**config.mk**
```make
export PLATFORM = sky130hd
export DESIGN_NAME = l1_l2_arbiter
export DESIGN_NICKNAME = d
export VERILOG_FILES = /design/src/rtl/l1_l2_arbiter.sv
export SDC_FILE = /design/constraint.sdc
export NUM_CORES = 1
export LEC_CHECK = 0
export ABC_CLOCK_PERIOD_IN_PS = 1800
export CAP_MARGIN = 25
export CORE_AREA = 3 3 318 320
export DETAILED_ROUTE_END_ITERATION = 7
export DIE_AREA = 0 0 321 323
export GPL_ROUTABILITY_DRIVEN = 0
export PLACE_DENSITY = 0.31
export RECOVER_POWER = 25
export SYNTH_ARGS = -nofsm -noshare
export SYNTH_HDL_FRONTEND = slang
export SYNTH_SLANG_ARGS = --single-unit
```
**constraint.sdc**
```tcl
create_clock -name clk -period 1.8 [get_ports clk]
set_input_delay 0.27 -clock clk [delete_from_list [all_inputs] [get_ports clk]]
set_output_delay 0.27 -clock clk [all_outputs]
set_load 0.01 [all_outputs]
```
**src/rtl/l1_l2_arbiter.sv**
```systemverilog
// rtl/l1_l2_arbiter.sv - round-robin arbiter serialising I/D L1 line traffic onto one L2 port
module l1_l2_arbiter #(
  parameter int ADDR_W = 16,
  parameter int LINE_W = 128
) (
  input  logic              clk,
  input  logic              rst_n,
  input  logic [ADDR_W-1:0] i_pmem_address,
  input  logic              i_pmem_read,
  input  logic              i_pmem_write,
  input  logic [LINE_W-1:0] i_pmem_wdata,
  output logic [LINE_W-1:0] i_pmem_rdata,
  output logic              i_pmem_resp,
  input  logic [ADDR_W-1:0] d_pmem_address,
  input  logic              d_pmem_read,
  input  logic              d_pmem_write,
  input  logic [LINE_W-1:0] d_pmem_wdata,
  output logic [LINE_W-1:0] d_pmem_rdata,
  output logic              d_pmem_resp,
  output logic [ADDR_W-1:0] l2_address,
  output logic              l2_read,
  output logic              l2_write,
  output logic [LINE_W-1:0] l2_wdata,
  input  logic [LINE_W-1:0] l2_rdata,
  input  logic              l2_resp
);

  typedef enum logic [1:0] {
    IDLE    = 2'd0,
    SERVE_I = 2'd1,
    SERVE_D = 2'd2
  } state_t;

  state_t            state;
  state_t            next_state;
  logic              last_grant_d;  // 1 = D-cache owned the most recent grant
  logic [ADDR_W-1:0] lat_address;
  logic [LINE_W-1:0] lat_wdata;
  logic              lat_write;     // latched op: 1 = write, 0 = read
  logic              grant;
  logic              grant_d;

  logic i_req;
  logic d_req;

  assign i_req = i_pmem_read | i_pmem_write;
  assign d_req = d_pmem_read | d_pmem_write;

  // Arbitration and next-state: grants only from IDLE, ties go opposite to last_grant
  always_comb begin
    next_state = state;
    grant      = 1'b0;
    grant_d    = 1'b0;
    unique case (state)
      IDLE: begin
        if (i_req && d_req) begin
          grant   = 1'b1;
          grant_d = ~last_grant_d;
        end else if (i_req) begin
          grant   = 1'b1;
          grant_d = 1'b0;
        end else if (d_req) begin
          grant   = 1'b1;
          grant_d = 1'b1;
        end
        if (grant) begin
          next_state = grant_d ? SERVE_D : SERVE_I;
        end
      end
      SERVE_I, SERVE_D: begin
        if (l2_resp) begin
          next_state = IDLE;
        end
      end
      default: next_state = IDLE;
    endcase
  end

  // State register plus the transaction latch captured at grant time
  always_ff @(posedge clk or negedge rst_n) begin
    if (!rst_n) begin
      state        <= IDLE;
      last_grant_d <= 1'b1;
      lat_address  <= '0;
      lat_wdata    <= '0;
      lat_write    <= 1'b0;
    end else begin
      state <= next_state;
      if (grant) begin
        last_grant_d <= grant_d;
        lat_address  <= grant_d ? d_pmem_address : i_pmem_address;
        lat_wdata    <= grant_d ? d_pmem_wdata : i_pmem_wdata;
        // read and write both high counts as a write
        lat_write    <= grant_d ? d_pmem_write : i_pmem_write;
      end
    end
  end

  // L2 side is driven purely from flops so requester changes cannot leak through
  assign l2_read    = (state != IDLE) && !lat_write;
  assign l2_write   = (state != IDLE) && lat_write;
  assign l2_address = lat_address;
  assign l2_wdata   = lat_wdata;

  // Read data fans out to both caches; only the owner's resp qualifies it
  assign i_pmem_rdata = l2_rdata;
  assign d_pmem_rdata = l2_rdata;
  assign i_pmem_resp  = (state == SERVE_I) && l2_resp;
  assign d_pmem_resp  = (state == SERVE_D) && l2_resp;

endmodule

```
==> run_1/floorplan.png <==
Scale: 1.5 px per um. Pins as bars on the die edge.
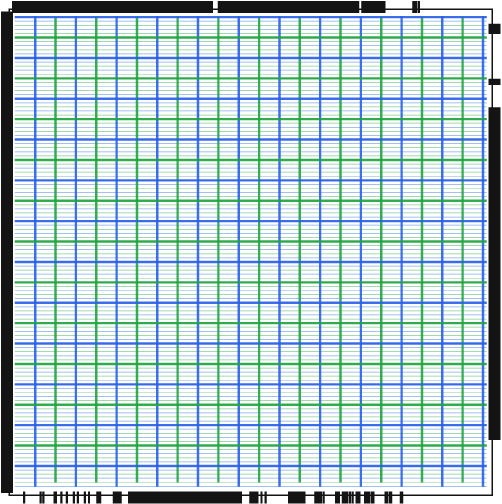
Key: VSS = blue; VDD = green
116 met1 rails follow the rows. 23 straps on met4. 23 straps on met5.

==> run_1/route_heat.png <==
Scale: 1 px per um. The die is cut into 32 by 32 equal tiles; dark purple is low, yellow is high, scaled to the fullest tile. Values are wire area over tile area, all layers added.
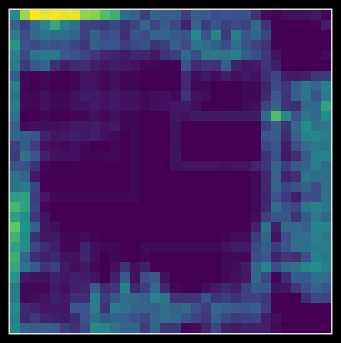
The mean over all tiles is 0.083. The densest ninth of the die: north-west. 2.5% of the tiles are over half the peak. 29% of the tiles are nearly empty. The fullest tile reaches 0.58. The emptiest ninth of the die: centre.

==> run_1/ff_map.png <==
Scale: 1 px per um.
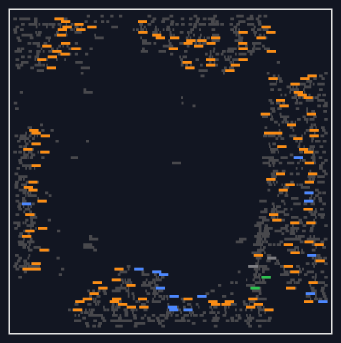
Key: state = green [placed flops 2]; l2_wdata = orange [placed flops 128, where all over the die]; l2_address = blue [placed flops 16]
Another 2 sequential cells are not coloured.

## run 1: final timing paths
| path | cells after the start | to | slack, ns | from |
|---|---|---|---|---|
| max | 5 | d_pmem_resp | 0.02 | state[0] |
| min | 2 | l2_wdata[76] | 0.28 | rst_n |
| max reg2reg | 8 | l2_wdata[29] | 0.02 | state[0] |
| min reg2reg | 2 | l2_wdata[66] | 0.48 | l2_wdata[66] |
| max in group asynchronous | 3 | l2_wdata[1] | 0.91 | rst_n |
| min in group clk | 3 | l2_wdata[18] | 0.38 | i_pmem_wdata[18] |
## run 1: area by class of cell
class | instances | area, um2
fillers | 11144 | 83030
repair buffers | 569 | 5904
flip-flops and latches | 148 | 3705
multi-input cells | 604 | 3596
well taps | 1287 | 1610
clock buffers | 21 | 460.4
clock inverters | 9 | 106.4
inverters | 2 | 7.507
## run 1: worst max-delay path: stages, from the launching register on
cell     delay, ns
dfrtp_1       0.39
inv_2         0.07
buf_6         0.12
ha_4          0.15
and2_4        0.15
buf_6         0.12
## run 1: registers in the layout, indices dropped and copies added (netlist names)
register and flops:
lat_write 1, l2_address 16, state 2, l2_wdata 128, last_grant_d 1
## run 1: power by group
part / internal (mW) / leakage, nW / switching (mW)
registers: 5.04 / 1.81 / 1.03
clock network: 2.09 / 0.271 / 1.70
logic: 7.28 / 3.72 / 7.53
## run 1: Yosys cell counts
master    instances
o21ai_4           1
ha_1              3
clkbuf_1         20
o41ai_2           1
o32ai_1           2
inv_1             2
nand2_1         147
dfstp_2           1
nor3_1          144
o21ai_0           1
o21a_1            2
nand3b_1          1
buf_2            54
nand2b_1          2
o31ai_1         111
buf_4           270
a21oi_1         147
o22a_1            1
clkbuf_2          1
buf_6             6
nor2_1            4
o31ai_2          33
nor2b_1           2
dfrtp_1         147
buf_1             2
and2_1            2
==> CHANGELOG.md, run 1 <==
## Flow update

- Crit start category: register
- Worst Max-Slew Pin Slew: around 0.48 ns
- CP Capture Type: primary output
- Final Hold Violation Tally: 0
- CTS Buf Count: 17
- Grt peak-use layer: met2
- WS Path Type: register to primary output
- Count of input and output buffers: 442
- Top cell excl fill/tap: clkdlybuf4s50_1
- Yosys xor share: 0
- DR pass1 iterations: 6
- Slew Viols, Final: 0
- Worst Path Max Fanout: 2
- Mux area share: 0
- Floorplan Nets: 1533
- DRC violations left: 0
- Max VDD drop: approximately 0.43 mV
- HPWL after DPL: roughly 40 mm
- Fin Hold WS: ~0.28 ns
- HP Class: input port to async pin
- Layout Cells excl Fill: about 2600
- Post-synthesis sequential area ratio: 0.3861
- CTS Root Cell: clkbuf_16
- CTS Buffer Depth: 2
- Pwr Total: between 20 and 25 mW
- Met2 routed WL: 23.38 mm
- P&R area growth vs syn: 60.39%
- Registers, synthesis: 148
- Via count: ~9000
- Logic family by area: buffers and inverters
- Max layer used: met5
- CTS tree: done
- Routed len/inst: roughly 20 um
- Post-cts sizing count: ~71
- Compound Share, Synth: 0.2148
- Number of global-route vias before repair: approximately 9500
- Chip area estimate from yosys synthesis: ~9600 um2
- Biggest area cells: dfrtp_1 (38%), buf_4 (21%), o31ai_1 (8.7%)
- Post-Route Skew: roughly 0.016 ns
- Met1 Resource Use GR: 0.1114
- Remaining antenna violation count: 0
- Met1 wire length: approximately 22 mm
- # diodes: 0
- Vias per cell: roughly 3.4
- Top-area cell share: 0.3834
- GRT met2 Usage: 0.1471
- Post-Place Cells: around 2600
- Met3 Usage GRT: 0.04217
- RSZ-0062 raised after global routing: yes
- FA/HA/MAJ Cells, Area Fraction: 0.003912
- Fraction of layout cells with a size suffix above 1: 0.1656
- Drt total wl: around 50 mm
- Die y size: ~320 um
- Clk sink count: 148
- Cell Type Count: 26
- Pre-Place Util: 0.09750
- Synth Cell Area: around 9600 um2
- Final worst slack: about 0.023 ns
- Die area: just over 100000 um2
- Slew margin rel.: 0.6790
- Synth Warn #: 0
- Worst-Skew Late Latency: approximately 0.51 ns
- DP Area: ~14000 um2
- CORE AREA: 98420 um2
- Number of DRC markers in iteration 0: between 300 and 400
- Tmin final: ~1.8 ns
- Post-synthesis cell type with the largest combined area: dfrtp_1
- Final period util: 0.9874
- CP arrival: between 1.5 and 2 ns
- Syn avg cell area: about 8.7 um2
- Simple-gate area share of the yosys netlist: 0.1389
- FMAX: ~560 MHz
- Boundary pin count: between 800 and 900
- Tot GR Track Use: 0.09451
- Status: complete, no violations
- Setup TNS: 0 ns
- Site Rows: around 120
- Die width: ~320 um
- Post-CTS setup buffers: 4
- Post-route cell area: 15390 um2
- Htree depth: 4
- Top cells excl fill/tap: clkdlybuf4s50_1 (402), nand2_1 (147), dfrtp_1 (147)
- Final net count: approximately 1800
- Tool warnings: 30
- Largest net degree at the start of global routing: 50
- DP Worst Slack: -0.2619 ns
- Yosys cell count: 1107
- LEAKAGE: approximately 5.8 nW
- Synth Instances: around 1100
- Global route overflow: 0
- Finished Core Util: 0.1564
- Hold buffers post-CTS: 1
- Metal3 WL: approximately 4.7 mm
- Initial antenna violation count: 6
- Max Cap Violations: 0
==> run_1/placed.png <==
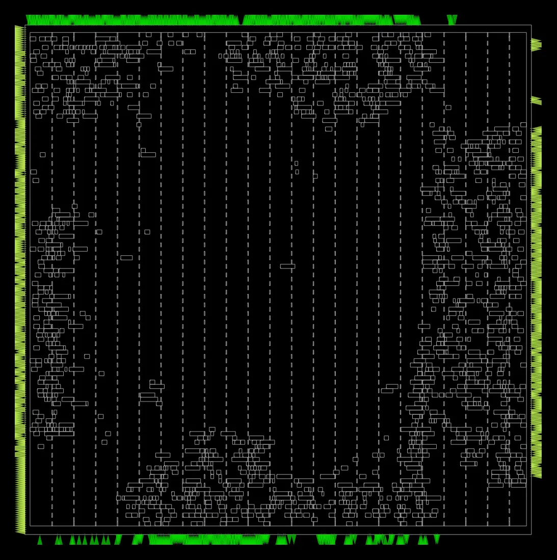

--- run 2 (diff from run 1) ---
Settings changed: ABC_CLOCK_PERIOD_IN_PS 1800 to 2070, SKIP_CTS_REPAIR_TIMING set to 1, TNS_END_PERCENT set to 30.
Clock period 1.8 ns to 2.07 ns, I/O delays scaled along.
==> run_2/placed.png <==
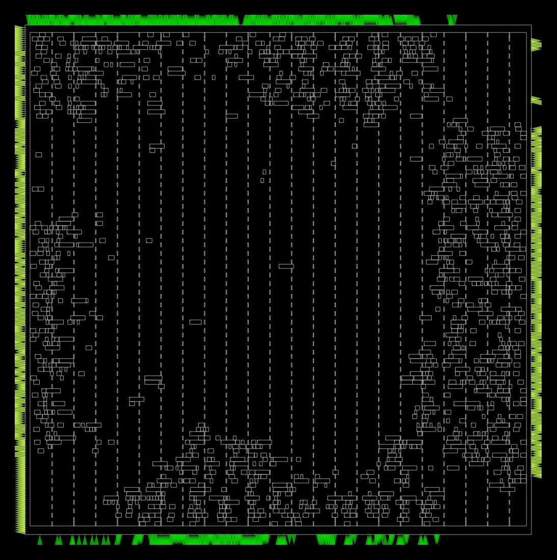
Site Rows: 115
CORE AREA: 98420 um2
# fillers: 11253

==> run 2 against run 1 <==
Against the previous run:
- clock power fell by 11%
- final area down 5.3%
- critical path depth stayed put
- highest routed layer unchanged
- utilization fell by 0.83 points
==> CHANGELOG.md, run 2 <==
## Flow update

- CP Capture Type: primary output
- FA/HA/MAJ Cells, Area Fraction: 0.003912 (unchanged)
- CTS Buffer Depth: 2 (unchanged)
- Final Hold Violation Tally: 0 (unchanged)
- Synth Instances: 1107 (unchanged)
- WP buf/inv: 3 (unchanged)
- Pre-Place Util: 0.09750 (unchanged)
- Cell with the most instances after synthesis: buf_4
- Boundary pin count: 827 (unchanged)
- Top-area cell share: 0.3834 (unchanged)
- Power density over the cells: about 1400 nW/um2
- Tmin final: between 1.5 and 2 ns
- Worst Path Max Fanout: 3 (+1)
- Routed len/inst: 19.18 um (-1.7%)
- Post-Route Skew: 0.01490 ns (-0.001212 ns)
- Clk sink count: 148 (unchanged)
- Die y size: 323 um (unchanged)
- Slew Viols, Final: 0 (unchanged)
- Yosys xor share: 0 (unchanged)
- Synth Warn #: 0 (unchanged)
- Crit path cell chain: inv_1 -> ha_2 -> buf_4 -> nor2_1 -> clkbuf_2
- DP Area: 13980 um2 (-3.2%)
- Post-synthesis sequential area ratio: 0.3861 (unchanged)
- CTS Root Cell: clkbuf_16
- Crit start category: register
- Top cells by count, synth: buf_4 (270), a21oi_1 (147), dfrtp_1 (147), nand2_1 (147), nor3_1 (144)
- CTS tree: done
- FMAX: 525.0 MHz
- DRC violations left: 0 (unchanged)
- Global route overflow: 0 (unchanged)
- Yosys cell count: 1107 (unchanged)
- Registers, synthesis: 148 (unchanged)
- RSZ-0062 raised after global routing: no
- Number of DRC markers in iteration 0: 419 (+5.8%)
- CTS Buf Count: 17 (unchanged)
- Status: complete, no violations
- Pwr Total: 20.23 mW (-18%)
- Chip area estimate from yosys synthesis: 9595 um2 (unchanged)
- Htree depth: 4 (unchanged)
- Worst Path Required: approximately 1.8 ns
- Floorplan Nets: 1533 (unchanged)
- Syn avg cell area: 8.668 um2 (unchanged)
- Vias per cell: 3.335 (-0.65%)
- Die width: 321 um (unchanged)
- Tot GR Track Use: 0.09359 (-0.0009261)
- Simple-gate area share of the yosys netlist: 0.1389 (unchanged)
- Worst path top cell family by delay: buffers and inverters
- Max FFs per register: 128 (unchanged)
- Synth Cell Area: 9595 um2 (unchanged)
- R2R setup slack: 0.18 ns (+0.16 ns)
- HP Class: input port to register
- Top cells excl fill/tap: clkdlybuf4s50_1 (437), a21oi_1 (147), nand2_1 (147), dfrtp_1 (147), nor3_1 (144)
- Register Area: 3705 um2 (unchanged)
- Logic family by area: buffers and inverters
- Cell Type Count: 26 (unchanged)
- Fin Hold WS: 0.4394 ns (+0.1588 ns)
- Max VDD drop: 0.3920 mV (-7.9%)
- Slowest CP cell: dfrtp_1
- Finished Core Util: 0.1480 (-0.008340)
- CP arrival: 1.59 ns (+0.08 ns)
- DP Worst Slack: -0.09286 ns (+0.1691 ns)
- Combinational gate area: 3467 um2 (-3.6%)
- Post-synthesis cell type with the largest combined area: dfrtp_1
- P&R area growth vs syn: 51.83%
- Final period util: 0.9202
- Compound Share, Synth: 0.2148 (unchanged)
- Final worst slack: 0.1653 ns (+0.1426 ns)
- Number of global-route vias before repair: 9247 (-2.9%)
- DR pass1 iterations: 4 (-2)
- Async set or reset register ratio after synthesis: 1.000 (unchanged)
- Fraction of layout cells with a size suffix above 1: 0.1060 (-0.05960)
- Max Cap Violations: 0 (unchanged)
- First-pass GRT wire length: 69.57 mm
- Biggest area cells: dfrtp_1 (38%), buf_4 (21%), o31ai_1 (8.7%)
- Final setup viols: 0
- Drt total wl: 49.57 mm (-3.8%)
- Top FF cell, synth: dfrtp_1
- Die area: 103700 um2 (unchanged)
- Max incr delay on CP: 0.35 ns (-0.04 ns)
- LEAKAGE: 5.339 nW (-8.0%)
- Initial antenna violation count: 3 (-3)
- Worst-Skew Late Latency: 0.50 ns (about the same)
- Mux area share: 0 (unchanged)
- EDFF count, synth: 0 (unchanged)
- Count of input and output buffers: 442 (unchanged)
- Tool warnings: 28 (-6.7%)
- Slew margin rel.: 0.3694 (-0.3096)
- Via count: 8618 (-2.8%)
- HPWL after DPL: 39.01 mm (-2.0%)
- Top cell excl fill/tap: clkdlybuf4s50_1
- Worst Max-Slew Pin Slew: 0.9459 ns (+0.4644 ns)
- Final net count: 1709 (-3.3%)
- Largest net degree at the start of global routing: 59 (+18%)
- Clk slew on worst S/H paths: around 0.070 ns
- Remaining antenna violation count: 0 (unchanged)
- Post-route cell area: 14570 um2 (-5.3%)
- WS Path Type: register to primary output
==> run_2/route_heat.png <==
Scale: 1 px per um. The die is cut into 32 by 32 equal tiles; dark purple is low, yellow is high, scaled to the fullest tile. Values are wire area over tile area, all layers added.
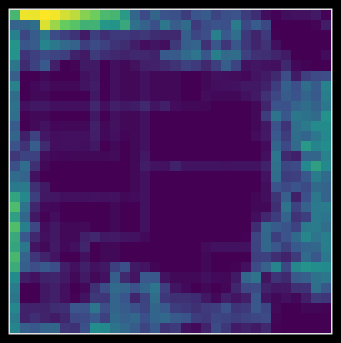
The mean over all tiles is 0.083. 3.4% of the tiles are over half the peak. The densest ninth of the die: north-west.

run 2: cell counts after synthesis:
No cell type changed its count.
run 2: final timing paths:
check / from / end / cells after the start
max in group asynchronous: rst_n / l2_wdata[21] / 3
worst min-delay path: i_pmem_address[13] / l2_address[13] / 3
worst max register to register: state[0] / l2_wdata[27] / 7
worst min register to register: l2_address[13] / l2_address[13] / 2
min in group asynchronous: rst_n / l2_wdata[81] / 2
worst max-delay path: state[0] / l2_read / 5
run 2: logic make-up (layout without fill, tap and decap cells):
group	Yosys count	after routing
simple gates	302	302
fa+ha+maj	3	3
flops	148	148
other cells	0	4
buf+inv	355	541
compound gates	299	299
run 2: final cells by class:
cell class	instances	area share
Clock inverter	9	0.009103
Sequential cell	148	0.2543
Timing Repair Buffer	510	0.3562
Antenna cell	4	0.0006870
Inverter	2	0.0005153
Clock buffer	20	0.03066
Multi-Input combinational cell	604	0.2380
Tap cell	1287	0.1105
run 2: report_power, final:
group	internal (mW)	switching, mW	total [mW]
combinational	5.52	6.10	11.6
clock	1.90	1.46	3.37
sequential	4.38	0.866	5.25
run 2: through the flow:
| stage | TNS (ns) | instances |
|---|---|---|
| global route | 0 | 2581 |
| finish | 0 | 2584 |
| CTS | -1.290 | 2579 |
| detailed placement | -3.767 | 2550 |
| global placement | -1.188 | 2550 |
| floorplan | 0 | 1107 |
run 2: tightest hold or removal path, stage by stage:
cell and delay, ns:
clkdlybuf4s50_1 0.39, a21oi_1 0.11, o31ai_1 0.08
run 2: routing by layer:
metal / vias up / GRT usage / part of all wire
met5: - / 0.02132 / 0.0043
met4: 6 / 0.04457 / 0.032
met3: 118 / 0.04386 / 0.11
met2: 511 / 0.1437 / 0.45
met1: 4011 / 0.1085 / 0.40
li1: 3972 / - / -
==> run_2/ff_map.png <==
Scale: 1 px per um.
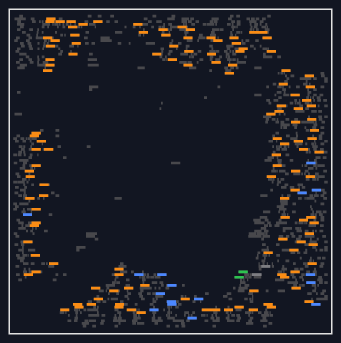

--- run 3 (diff from run 2) ---
Settings changed: ABC_CLOCK_PERIOD_IN_PS 2070 to 1950, CTS_CLUSTER_SIZE set to 40.
Clock period 2.07 ns to 1.95 ns, I/O delays scaled along.
==> run_3/ff_map.png <==
Scale: 1 px per um.
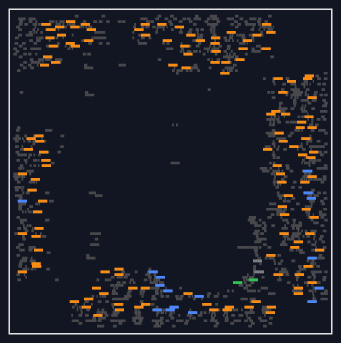
Key: l2_wdata = orange [placed flops 128, where all over the die]; state = green [placed flops 2]; l2_address = blue [placed flops 16]
Another 2 sequential cells are not coloured.

==> run_3/floorplan.png <==
Scale: 1.5 px per um. Pins as bars on the die edge.
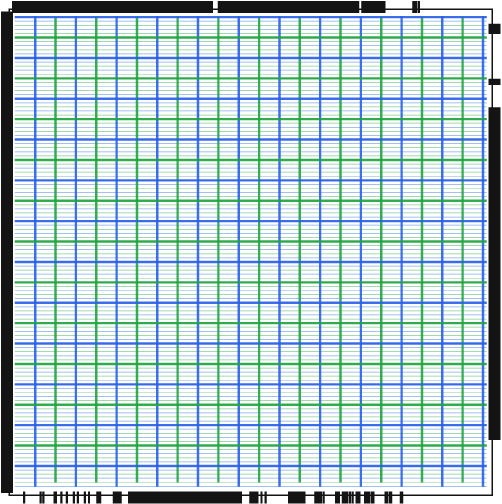
Key: VSS = blue; VDD = green
The core has 115 rows. 23 straps on met5. 827 signal pins sit on the boundary.

==> run 3 against run 2 <==
Against the previous run:
- die size unchanged
- cell count increased by 1.2%
- utilization increased by 0.36 points
- first-iteration DRC count increased by 2.4%
- register-to-register slack improved by 0.02 ns
- clock power increased by 14%
- largest power group unchanged
==> CHANGELOG.md, run 3 <==
## Flow update

- Status: complete, no violations
- Top cell excl fill/tap: clkdlybuf4s50_1
- Origin of the critical flop-to-flop path: state[0]
- Slew margin rel.: 0.6480 (+0.2787)
- CTS Buf Count: 17 (unchanged)
- CTS Root Cell: clkbuf_16
- Initial antenna violation count: 6 (+3)
- RSZ-0062 raised after global routing: yes
- DRC violations left: 0 (unchanged)
- Top-area cell share: 0.3834 (unchanged)
- First-pass GRT wire length: 69.70 mm (+0.18%)
- Number of DRC markers in iteration 0: 429 (+2.4%)
- Worst path top cell family by delay: buffers and inverters
- Clk sink count: 148 (unchanged)
- Met2 routed WL: 22.23 mm (-0.90%)
- Max FFs per register: 128 (unchanged)
- Top cells excl fill/tap: clkdlybuf4s50_1 (432), a21oi_1 (147), nand2_1 (147), dfrtp_1 (147), nor3_1 (144)
- CTS tree: done
- Floorplan Nets: 1533 (unchanged)
- Crit path cell chain: inv_1 -> ha_2 -> buf_4 -> nor2b_1 -> clkbuf_2
- Die y size: 323 um (unchanged)
- Final Hold Violation Tally: 0 (unchanged)
- P_int: 13.06 mW (+11%)
- Metal3 WL: 5.306 mm (+0.63%)
- Reg2reg path depth: 7 (unchanged)
- P&R area growth vs syn: 55.56%
- Final net count: 1739 (+1.8%)
- Setup crit start: state[0]
- Met1 wire length: 20.11 mm (+0.36%)
- Post-Route Skew: 0.01720 ns (+0.002301 ns)
- Registers, synthesis: 148 (unchanged)
- Clk slew on worst S/H paths: 0.07 ns (about the same)
- HP Class: input port to async pin
- Worst Path Max Fanout: 7 (+4)
- Post-synthesis cell type with the largest combined area: dfrtp_1
- Chip area estimate from yosys synthesis: 9595 um2 (unchanged)
- Site Rows: 115 (unchanged)
- Boundary pin count: 827 (unchanged)
- Yosys cell count: 1107 (unchanged)
- Sw Share: 0.4086 (-0.008253)
- WS Path Type: register to primary output
- Synth Cell Area: 9595 um2 (unchanged)
- Worst Setup EP: l2_write
- Comb pwr share: 0.573 (about the same)
- Post-synthesis sequential area ratio: 0.3861 (unchanged)
- R2R setup slack: 0.20 ns (+0.02 ns)
- DP Worst Slack: -0.1966 ns (-0.1037 ns)
- Slew Viols, Final: 0 (unchanged)
- Global route overflow: 0 (unchanged)
- Tmin final: 1.872 ns
- CP arrival: 1.58 ns (about the same)
- Synth Instances: 1107 (unchanged)
- Final setup viols: 0 (unchanged)
- CP Capture Type: primary output
- Htree depth: 4 (unchanged)
- Post-route cell area: 14930 um2 (+2.5%)
- Slowest CP cell: dfrtp_1
- Final worst slack: 0.07806 ns (-0.08721 ns)
- Top FF cell, synth: dfrtp_1
- CTS Buffer Depth: 2 (unchanged)
- Max Cap Violations: 0 (unchanged)
- Routed len/inst: 18.99 um (-1.0%)
- Die area: 103700 um2 (unchanged)
- Vias per cell: 3.345 (+0.30%)
- Die width: 321 um (unchanged)
- Count of input and output buffers: 442 (unchanged)
- Async set or reset register ratio after synthesis: 1.000 (unchanged)
- FF-to-FF End: l2_wdata[26]
- Tot GR Track Use: 0.09350 (about the same)
- Max layer used: met5
- Crit start category: register
- Clock share of power: 0.174 (+0.008)
- Psw: 9.019 mW (+6.9%)
- Power density over the cells: 1479 nW/um2 (+6.5%)
- EDFF count, synth: 0 (unchanged)
- LEAKAGE: 5.583 nW (+4.6%)
- DP Area: 14270 um2 (+2.1%)
- Cell Type Count: 26 (unchanged)
- Final period util: 0.9600
- Top cells by count, synth: buf_4 (270), a21oi_1 (147), dfrtp_1 (147), nand2_1 (147), nor3_1 (144)
- Number of global-route vias before repair: 9469 (+2.4%)
- Synth Warn #: 0 (unchanged)
- Largest net degree at the start of global routing: 57 (-3.4%)
- Sequential power share: 0.252 (-0.007)
- Worst Max-Slew Pin Slew: 0.5279 ns (-0.4180 ns)
- HPWL after DPL: 39.64 mm (+1.6%)
- Max VDD drop: 0.3893 mV (-0.69%)
- Via count: 8744 (+1.5%)
- Worst-Skew Late Latency: 0.51 ns (about the same)
- Biggest area cells: dfrtp_1 (38%), buf_4 (21%), o31ai_1 (8.7%)
- CORE AREA: 98420 um2 (unchanged)
- Max incr delay on CP: 0.37 ns (+0.02 ns)
- FMAX: 534.2 MHz
- CP Depth: 5 (unchanged)
- Fraction of layout cells with a size suffix above 1: 0.1290 (+0.02300)
- DR pass1 iterations: 6 (+2)
- Syn avg cell area: 8.668 um2 (unchanged)
- Worst Path Required: 1.66 ns (-0.10 ns)
- Tool warnings: 29 (+3.6%)
- Pre-Place Util: 0.09750 (unchanged)
- WP buf/inv: 3 (unchanged)
- Remaining antenna violation count: 0 (unchanged)
- Cell with the most instances after synthesis: buf_4
- Drt total wl: 49.64 mm (+0.14%)
run 3: netlist changes by cell type in the layout (fill, tap and decap cells not counted), sizes merged, moves of 2 or more:
cell,change
clkinv,+3
diode,-3
buf,+31
clkdlybuf4s50,-5
dlymetal6s2s,+4
bufinv,+2
run 3: area by class of cell:
class	count	area (um2)
Antenna cell	1	2.502
Clock buffer	19	432.9
Clock inverter	13	207.7
Fill cell	11146	83490
Inverter	2	7.507
Multi-Input combinational cell	604	3467
Sequential cell	148	3705
Tap cell	1287	1610
Timing Repair Buffer	540	5494
run 3: power by group through the flow:
stage               registers (mW)  logic [mW]  clock network [mW]
floorplan                     6.15        5.75                   0
global placement              5.65        13.0                   0
detailed placement            5.66        13.0                   0
CTS                           5.62        13.0                4.09
global route                  5.80        13.8                4.16
finish                        5.57        12.7                3.85
run 3: routing by layer:
metal  vias to the layer above  GRT usage
met5                         -    0.02132
met3                       127    0.04524
met2                       526     0.1451
met4                        10    0.04345
li1                       4024          -
met1                      4057     0.1067
run 3: stage by stage:
stage | util | hold slack, ns | cells | total power, mW | setup TNS (ns)
6_report | 0.1517 | 0.3548 | 2614 | 22.07 | 0
5_1_grt | 0.1516 | 0.3621 | 2613 | 23.79 | -0.08236
4_1_cts | 0.1515 | -0.2578 | 2612 | 22.75 | -2.104
3_5_place_dp | 0.1450 | 0.3240 | 2580 | 18.68 | -17.90
3_3_place_gp | 0.1450 | 0.3275 | 2580 | 18.66 | -12.85
2_1_floorplan | - | -0.003091 | 1107 | 11.90 | 0
run 3: cell families after synthesis:
family          count (synthesis)  share of synthesized area
buf+inv                       355                     0.2564
simple gates                  302                     0.1389
flops                         148                     0.3861
compound gates                299                     0.2148
fa+ha+maj                       3                   0.003912
No activity file was given, so power comes from the tool's default toggle rates.
